class_map.png
Scale bar: 50 um. Fill, decap, tap and diode cells in gray.
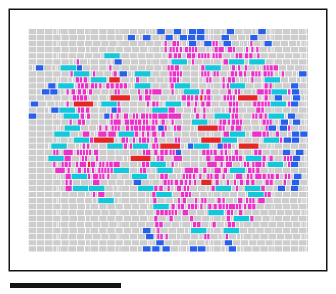
m2.png
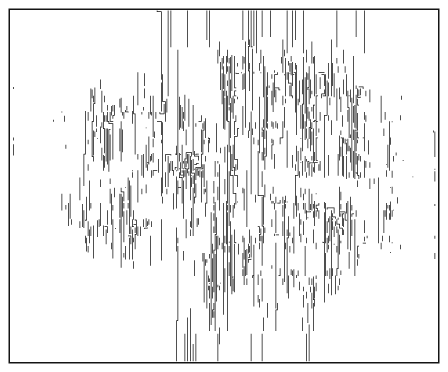
sizing.png
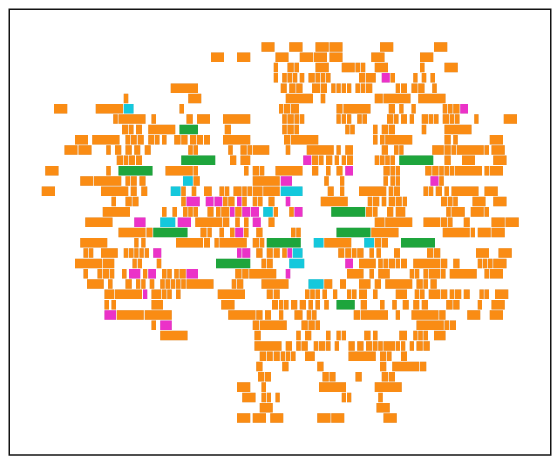
gates.png
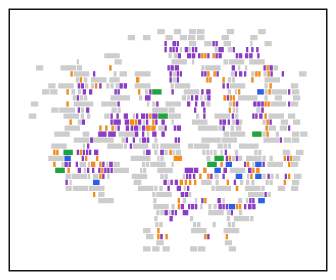
clock_nets.png
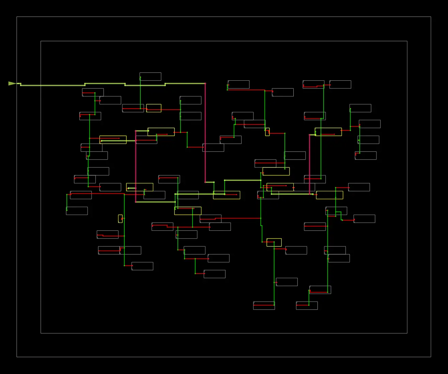
==> config.mk <==
export PLATFORM = sky130hd
export DESIGN_NAME = dram_uart_tx
export DESIGN_NICKNAME = d
export VERILOG_FILES = /design/src/rtl/dram_uart_tx_pkg.sv /design/src/rtl/baud_counter.sv /design/src/rtl/dram_uart_tx.sv
export SDC_FILE = /design/constraint.sdc
export NUM_CORES = 1
export LEC_CHECK = 0
export ABC_AREA = 1
export CORE_ASPECT_RATIO = 0.8
export CORE_MARGIN = 8
export CORE_UTILIZATION = 28
export DETAILED_ROUTE_END_ITERATION = 8
export PLACE_DENSITY = 0.55
export REMOVE_ABC_BUFFERS = 1
export SYNTH_ARGS = -nofsm -noshare
export SYNTH_HDL_FRONTEND = slang
export SYNTH_HIERARCHICAL = 1
export SYNTH_SLANG_ARGS = --single-unit
export TNS_END_PERCENT = 10
==> constraint.sdc <==
create_clock -name clk -period 2.6 [get_ports clk]
set_clock_uncertainty 0.1 [all_clocks]
set_input_delay 0.52 -clock clk [delete_from_list [all_inputs] [get_ports clk]]
set_output_delay 0.52 -clock clk [all_outputs]
set_load 0.005 [all_outputs]
==> src/rtl/dram_uart_tx_pkg.sv <==
// Shared types and constants for the DRAM-to-UART result upload engine.
package dram_uart_tx_pkg;

    typedef enum logic [2:0] {
        ST_IDLE  = 3'd0,
        ST_FETCH = 3'd1,
        ST_LOAD  = 3'd2,
        ST_START = 3'd3,
        ST_DATA  = 3'd4,
        ST_STOP  = 3'd5,
        ST_DONE  = 3'd6
    } tx_state_t;

    localparam int DATA_BITS     = 8;
    // Cycles from accept (or address increment) to the start bit: address
    // registration plus the DRAM read.
    localparam int FETCH_LATENCY = 2;

    // Width of the baud counter; never narrower than one bit.
    function automatic int baud_cnt_width(input int clks_per_bit);
        if (clks_per_bit > 2) begin
            return $clog2(clks_per_bit);
        end else begin
            return 1;
        end
    endfunction

endpackage

==> src/rtl/baud_counter.sv <==
// Bit-period timer: counts 0..CLKS_PER_BIT-1 and flags the terminal count.
module baud_counter
    import dram_uart_tx_pkg::*;
#(
    parameter int CLKS_PER_BIT = 434
) (
    input  logic clk,
    input  logic rst,
    input  logic clear,
    output logic bit_done
);

    localparam int CW = baud_cnt_width(CLKS_PER_BIT);
    localparam logic [CW-1:0] TERMINAL = CW'(CLKS_PER_BIT - 1);

    logic [CW-1:0] cnt_r;

    // Free-running period counter, held at zero while cleared.
    always_ff @(posedge clk) begin
        if (rst) begin
            cnt_r <= {CW{1'b0}};
        end else if (clear) begin
            cnt_r <= {CW{1'b0}};
        end else if (cnt_r == TERMINAL) begin
            cnt_r <= {CW{1'b0}};
        end else begin
            cnt_r <= cnt_r + {{(CW-1){1'b0}}, 1'b1};
        end
    end

    assign bit_done = (cnt_r == TERMINAL) && !clear;

endmodule

==> src/rtl/dram_uart_tx.sv <==
// Reads a contiguous DRAM byte range and sends each byte as an 8N1 UART frame.
module dram_uart_tx
    import dram_uart_tx_pkg::*;
#(
    parameter int CLKS_PER_BIT = 434,
    parameter int ADDR_W       = 16
) (
    input  logic              clk,
    input  logic              rst,
    input  logic              begin_transmit,
    input  logic [ADDR_W-1:0] base_addr,
    input  logic [15:0]       byte_count,
    output logic [ADDR_W-1:0] mem_addr,
    input  logic [7:0]        mem_q,
    output logic              data_to_pc,
    output logic              busy,
    output logic              end_transmitting
);

    tx_state_t   state_r;
    logic [15:0] remaining_r;
    logic [7:0]  shift_r;
    logic [2:0]  bit_idx_r;
    logic        baud_clear_s;
    logic        bit_done_s;

    // The bit timer only runs while a frame is on the line.
    always_comb begin
        baud_clear_s = 1'b1;
        case (state_r)
            ST_START, ST_DATA, ST_STOP: baud_clear_s = 1'b0;
            default:                    baud_clear_s = 1'b1;
        endcase
    end

    baud_counter #(
        .CLKS_PER_BIT(CLKS_PER_BIT)
    ) u_baud (
        .clk     (clk),
        .rst     (rst),
        .clear   (baud_clear_s),
        .bit_done(bit_done_s)
    );

    // Transfer sequencer: owns the address, the byte count, the shift register
    // and all registered outputs.
    always_ff @(posedge clk) begin
        if (rst) begin
            state_r          <= ST_IDLE;
            mem_addr         <= {ADDR_W{1'b0}};
            remaining_r      <= 16'd0;
            shift_r          <= 8'd0;
            bit_idx_r        <= 3'd0;
            data_to_pc       <= 1'b1;
            busy             <= 1'b0;
            end_transmitting <= 1'b0;
        end else begin
            case (state_r)
                ST_IDLE: begin
                    data_to_pc       <= 1'b1;
                    end_transmitting <= 1'b0;
                    if (begin_transmit) begin
                        mem_addr    <= base_addr;
                        remaining_r <= byte_count;
                        busy        <= 1'b1;
                        state_r     <= (byte_count == 16'd0) ? ST_DONE : ST_FETCH;
                    end
                end
                ST_FETCH: begin
                    state_r <= ST_LOAD;
                end
                ST_LOAD: begin
                    shift_r    <= mem_q;
                    data_to_pc <= 1'b0;
                    state_r    <= ST_START;
                end
                ST_START: begin
                    if (bit_done_s) begin
                        data_to_pc <= shift_r[0];
                        shift_r    <= {1'b0, shift_r[7:1]};
                        bit_idx_r  <= 3'd0;
                        state_r    <= ST_DATA;
                    end
                end
                ST_DATA: begin
                    if (bit_done_s) begin
                        if (bit_idx_r == 3'(DATA_BITS - 1)) begin
                            data_to_pc <= 1'b1;
                            state_r    <= ST_STOP;
                        end else begin
                            data_to_pc <= shift_r[0];
                            shift_r    <= {1'b0, shift_r[7:1]};
                            bit_idx_r  <= bit_idx_r + 3'd1;
                        end
                    end
                end
                ST_STOP: begin
                    if (bit_done_s) begin
                        if (remaining_r == 16'd1) begin
                            remaining_r      <= 16'd0;
                            busy             <= 1'b0;
                            end_transmitting <= 1'b1;
                            state_r          <= ST_DONE;
                        end else begin
                            remaining_r <= remaining_r - 16'd1;
                            mem_addr    <= mem_addr + ADDR_W'(1);
                            state_r     <= ST_FETCH;
                        end
                    end
                end
                ST_DONE: begin
                    // A normal transfer raised the pulse on entry, so this
                    // clears it; a zero-length transfer arrives with it low
                    // and raises it here.
                    end_transmitting <= !end_transmitting;
                    busy             <= 1'b0;
                    state_r          <= ST_IDLE;
                end
                default: begin
                    state_r          <= ST_IDLE;
                    data_to_pc       <= 1'b1;
                    busy             <= 1'b0;
                    end_transmitting <= 1'b0;
                end
            endcase
        end
    end

endmodule

==> results.toml <==
# flow metrics
[grt]
grt_pass1_wl_um = 17100
grtUsageMet2 = 0.203
antenna_found_initial = 0
gr-usage-met1 = 0.163
grt_max_degree = 27
track_usage = 0.126
top_usage_layer = "met2"
gr-total-overflow = 0
met3_usage = 0.0345
grt_pass1_vias = 3613

[timing]
period_needed_ns = 2.33
setup_slack_ns = 0.270
relSlewSlack = 0.635
setup_viol = 0
maxSlewViolCount = 0
finalCritPeriodShare = 0.896
worst_slew_pin_slew_ns = 0.546
fin_setup_tns_ns = 0

[critical_path]
cp_top_family = "simple AND/OR/NAND/NOR gates"
r2r_cells = 12
critPathSlowestCell = "dfxtp_1"
cp-end-kind = "flop"
rr_endpoint = "mem_addr[3]"
path_max_fanout = 16
cpPeakStageDelay_ns = 0.42
path_buffers = 2
regToRegSetupSlack_ns = 0.27
r2r_start = "state_r[0]"

[flow_run]
warning_count = 27
cap_violations = 0

[outcome]
status = "finished, final reports clean"

[drt]
dr.max_layer_used = "met4"
dr_wl_met3_um = 689
dr_wl_met2_um = 4600
vias_per_cell = 4.77
first_pass_iters = 5
drc_errors = 0
vias = 3816
routedWlPerCell_um = 12.9
dr.first_iter.drc_count = 210
wl_met1_um = 4980
postRouteAntennaNets = 0

[pwr]
p_total_w = 0.00466
power_frac_comb = 0.445
swShare = 0.416
power-per-cell-area_nw_per_um2 = 1010
top_power_group = "combinational cells"
power_combinational_w = 0.00208
power_frac_seq = 0.329
intPower_w = 0.00272
p_leak_nw = 1.80

[placed_design]
io_buffers = 61
place_congestion = 0.854
dp_hpwl_um = 7600
dp_slack_ns = 0.299
postPlaceCellArea_um2 = 4360

[synthesis]
yosys.area_share.xor_xnor = 0.0244
mux_share = 0
synth_area_um2 = 3580
synth_chip_area_um2 = 3580
synthSimpleGateAreaFrac = 0.373
ys_cells = 562
ys.warnings.count = 6
synthCells = 562
ys_seq_frac = 0.324
synth_adder_area_share = 0.0244
syn_avg_cell_area_um2 = 6.38

[hold_path]
hp-class = "reg2reg"
hold_end = "end_transmitting"
whs_path_depth = 2
hold_start = "end_transmitting"

[die]
die_h_um = 117
dieWidth_um = 142
die_area_um2 = 16700
floorplan.core_util = 0.283

[cts]
ctsHtreeMaxLevel = 3
hold_buffers = 0
clk_pin_slew_worst_paths_ns = 0.05
clk_path_buf_depth = 2
insertion_delay_ns = 0.32

[finish]
drive_gt1_frac = 0.0848
final_layout_top_logic_cells = "nand2_1 (133), nor2_1 (80), a21oi_1 (70), clkdlybuf4s50_1 (61), dfxtp_1 (58)"
nets = 673
Notes on class_map.png above:
Key: red = clock drivers and dummy loads [cells 13, share of their area 5.9%]; magenta = remaining logic cells [cells 486, share of their area 53%]; blue = remaining buffers and delay cells [cells 68, share of their area 15%]; cyan = registers [cells 58, share of their area 26%]
core region area: 12700 um2
Site Rows: 37
Design Area, Final: 4620 um2

Notes on m2.png above:
The wires run mostly vertical. 532 nets have wire on it. The layer carries 4600 um of wire. The longest straight run is 40.1 um. The layer holds 44% of the routed length.

Notes on sizing.png above:
Key: magenta = x2 [cells 31]; green = x6 and larger [cells 11]; orange = x1 and smaller [cells 572]; cyan = x3 and x4 [cells 11]

Notes on gates.png above:
Key: green = fa/ha/maj cells [cells 7]; purple = nand cells [cells 208]; orange = nor cells [cells 89]; blue = xor and xnor cells [cells 10]
fin cells: 800
Comb/total area: 0.464
most frequent logic cell in the layout: nand2_1

Notes on clock_nets.png above:
CLK BUF: 13
flop count: 58
Clk power: 0.00105 W
CTS buffer count: 9
Sinks on Clock Net: 58

flip-flops by register name (all words and copies together) (netlist names):
| signal | flops |
|---|---|
| bit_idx_r | 3 |
| data_to_pc | 1 |
| mem_addr | 16 |
| busy | 1 |
| u_baud/cnt_r | 9 |
| remaining_r | 16 |
| shift_r | 8 |
| state_r | 3 |
| end_transmitting | 1 |
tightest hold or removal path: stages, from the launching register on:
cell and delay, ns:
dfxtp_1 0.31, inv_1 0.05, a21oi_1 0.05
kinds of logic (layout without fill, tap and decap cells):
| logic type | Yosys count | in the layout |
|---|---|---|
| buf+inv | 64 | 127 |
| compound gates | 117 | 117 |
| flops | 58 | 58 |
| simple gates | 306 | 306 |
| xor+xnor | 10 | 10 |
| fa+ha+maj | 7 | 7 |
cell usage after synthesis:
cell type | instances | share of area
or2_1 | 1 | 0.0017
buf_2 | 5 | 0.0070
inv_2 | 7 | 0.0073
nand4_1 | 8 | 0.014
dfxtp_1 | 58 | 0.32
and3_1 | 1 | 0.0017
nand3_1 | 53 | 0.074
clkbuf_1 | 5 | 0.0052
buf_1 | 1 | 0.0010
a21oi_1 | 70 | 0.098
nand2_4 | 2 | 0.0063
o21bai_1 | 3 | 0.0063
nand3_2 | 2 | 0.0056
nand3b_1 | 4 | 0.0084
o21a_1 | 1 | 0.0021
nor2_4 | 1 | 0.0031
nor3_1 | 4 | 0.0056
and2_1 | 1 | 0.0017
buf_4 | 5 | 0.010
inv_1 | 38 | 0.040
ha_1 | 7 | 0.024
xor2_1 | 9 | 0.022
nor2_2 | 4 | 0.0070
nor2_1 | 80 | 0.084
o21ai_0 | 26 | 0.036
nand2_2 | 6 | 0.010
or2_2 | 6 | 0.010
nand2_1 | 133 | 0.14
o21ai_2 | 1 | 0.0024
a21oi_2 | 5 | 0.012
clkinv_1 | 1 | 0.0010
a21oi_4 | 1 | 0.0045
o21ai_1 | 10 | 0.014
buf_6 | 2 | 0.0063
xnor2_1 | 1 | 0.0024
worst max-delay path by stage:
| stage | startpoint | end | slack (ns) | depth (start not counted) |
|---|---|---|---|---|
| final | state_r[0] | mem_addr[3] | 0.27 | 12 |
| after global routing | state_r[0] | mem_addr[3] | 0.04 | 12 |
| after CTS | state_r[0] | mem_addr[3] | 0.29 | 12 |
| after detailed placement | state_r[0] | mem_addr[3] | 0.30 | 12 |
| after global placement | state_r[0] | mem_addr[3] | 0.37 | 12 |
| after floorplan | state_r[2] | remaining_r[15] | 0.23 | 11 |
metrics by stage:
| step | utilization | hold slack (ns) | cells |
|---|---|---|---|
| 2_1_floorplan | - | 0.335 | 544 |
| 3_3_place_gp | 0.344 | 0.354 | 787 |
| 3_5_place_dp | 0.344 | 0.352 | 787 |
| 4_1_cts | 0.364 | 0.365 | 800 |
| 5_1_grt | 0.364 | 0.376 | 800 |
| 6_report | 0.364 | 0.360 | 800 |
cell type report:
type | instances | area (um2)
Clock buffer | 13 | 260
Fill cell | 1396 | 8070
Inverter | 46 | 173
Multi-Input combinational cell | 440 | 2140
Sequential cell | 58 | 1160
Tap cell | 175 | 219
Timing Repair Buffer | 68 | 663
Power and IR drop assume default switching activity.
